clock_map.png
Bar = 50 um.
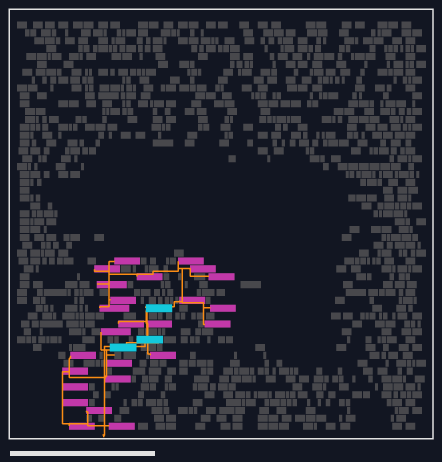
registers.png
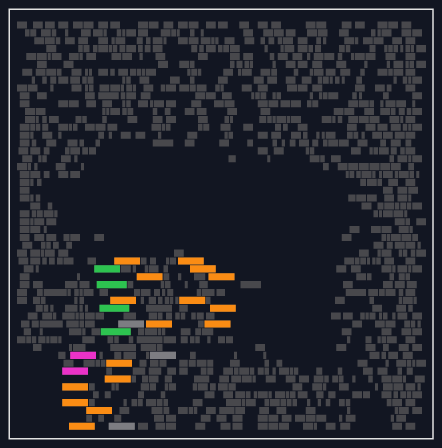
cell_classes.png
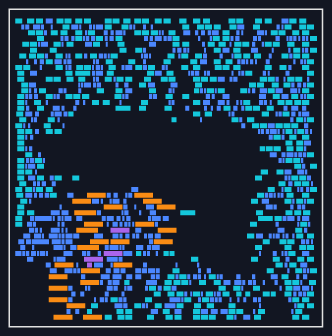
wire_density.png
29 x 30 tiles, from dark blue (low) to red (high), scaled to the fullest tile. Values are wire area over tile area, all layers added.
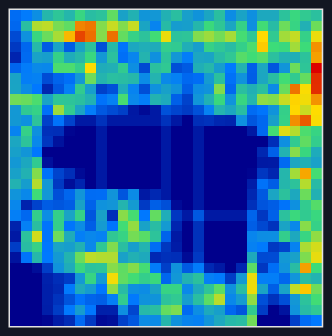
final_clocks.png
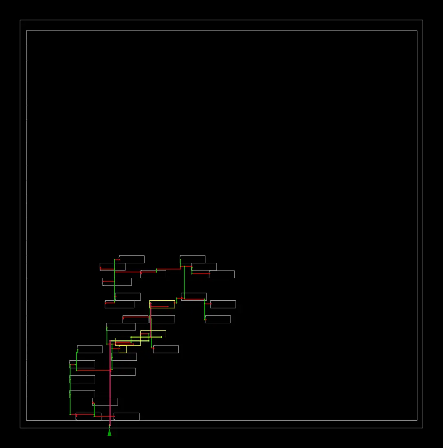
Design eth_10g_tx_arbiter, sky130hd; sources not shown.
==> impl_metrics.csv <==
group,metric,value,unit
setup_path,worst-path-max-fanout,22,
global_routing,grt_pass1_wl,32300,um
sta,setup_viol,0,
routing,drc,0,
synthesis,synthCells,661,
synthesis,ys_sh_adder,3.69,%
floorplanning,dieHeight,148,um
floorplanning,tap_cells,270,
synthesis,most_common_cell,"nand2_1",
floorplanning,design.die.area,21600,sq um
setup_path,crit_type,"register to primary output",
final_layout,lay_top_count,"clkdlybuf4s50_1",
floorplanning,die_w,146,um
synthesis,ys_sh_simple,32.4,%
sta,relSlewSlack,46.8,%
synthesis,synth_warnings,0,
setup_path,required,2960,ps
sta,finalCriticalPeriod,3140,ps
sta,rsz0062_at_grt,"false",
final_layout,num-nonclk-buffers,387,
global_routing,grtUsageMet1,24.8,%
final_layout,inverters,9,
placement,placed_area,8410,sq um
floorplanning,io_pins,374,
power,leakage,3.15,nW
final_layout,logic_area,3520,sq um
placement,globalplace.congestion,0.849,
sta,fmax,318,MHz
final_layout,comb-cell-share,41.4,%
final_layout,clockNetworkAreaShare,0.971,%
power,ir_worst_vdd,0.332,mV
global_routing,top_usage_layer,"met2",
hold_path,holdPathStages,1,
setup_path,cp_num_buf_inv,1,
run_status,outcome,"finished clean",
final_layout,nMultiInputCombCells,573,
-- clock_map.png (at the start) --
Key: cells driving clock nets = cyan [count 3]; clock wires = orange [length 316 um]; flip-flops = magenta [count 25]
There are 4 routed clock nets.
clock network power: 0.251 mW
clock power share: 5.7%
clk latency late pin: 260 ps

-- registers.png (at the start) --
Key: rr_ptr_q = magenta [placed flops 2]; ch_grant = green [placed flops 4]; stall_q = orange [placed flops 16]
Another 3 sequential cells are not coloured.
Seq area share: 7.49%
Post-Route Utilization: 42.4%
power in sequential cells: 0.495 mW
FF/Latch Area: 637 sq um

-- cell_classes.png (at the start) --
Key: all other logic = blue [cells 582, share of their area 44%]; other buffers and delay cells = cyan [cells 387, share of their area 48%]; flip-flops = orange [cells 25, share of their area 7.8%]; clock drivers and dummy loads = purple [cells 4, share of their area 1.0%]
row cnt: 52
core region area: 20000 sq um

-- wire_density.png (at the start) --
15% of the tiles are over half the peak. The densest ninth of the die: top right. The fullest tile reaches 0.54. The mean over all tiles is 0.16. The emptiest ninth of the die: middle. 16% of the tiles are nearly empty.
GRT Total Usage: 19.2%
Vias: 5734
post-DR wirelength/cell: 16.8 um

-- final_clocks.png (at the start) --
CTS sink count: 25
clk_buf instances: 3
flop count: 25
Num CTS Buffers: 3

No activity file was given, so power comes from the tool's default toggle rates.
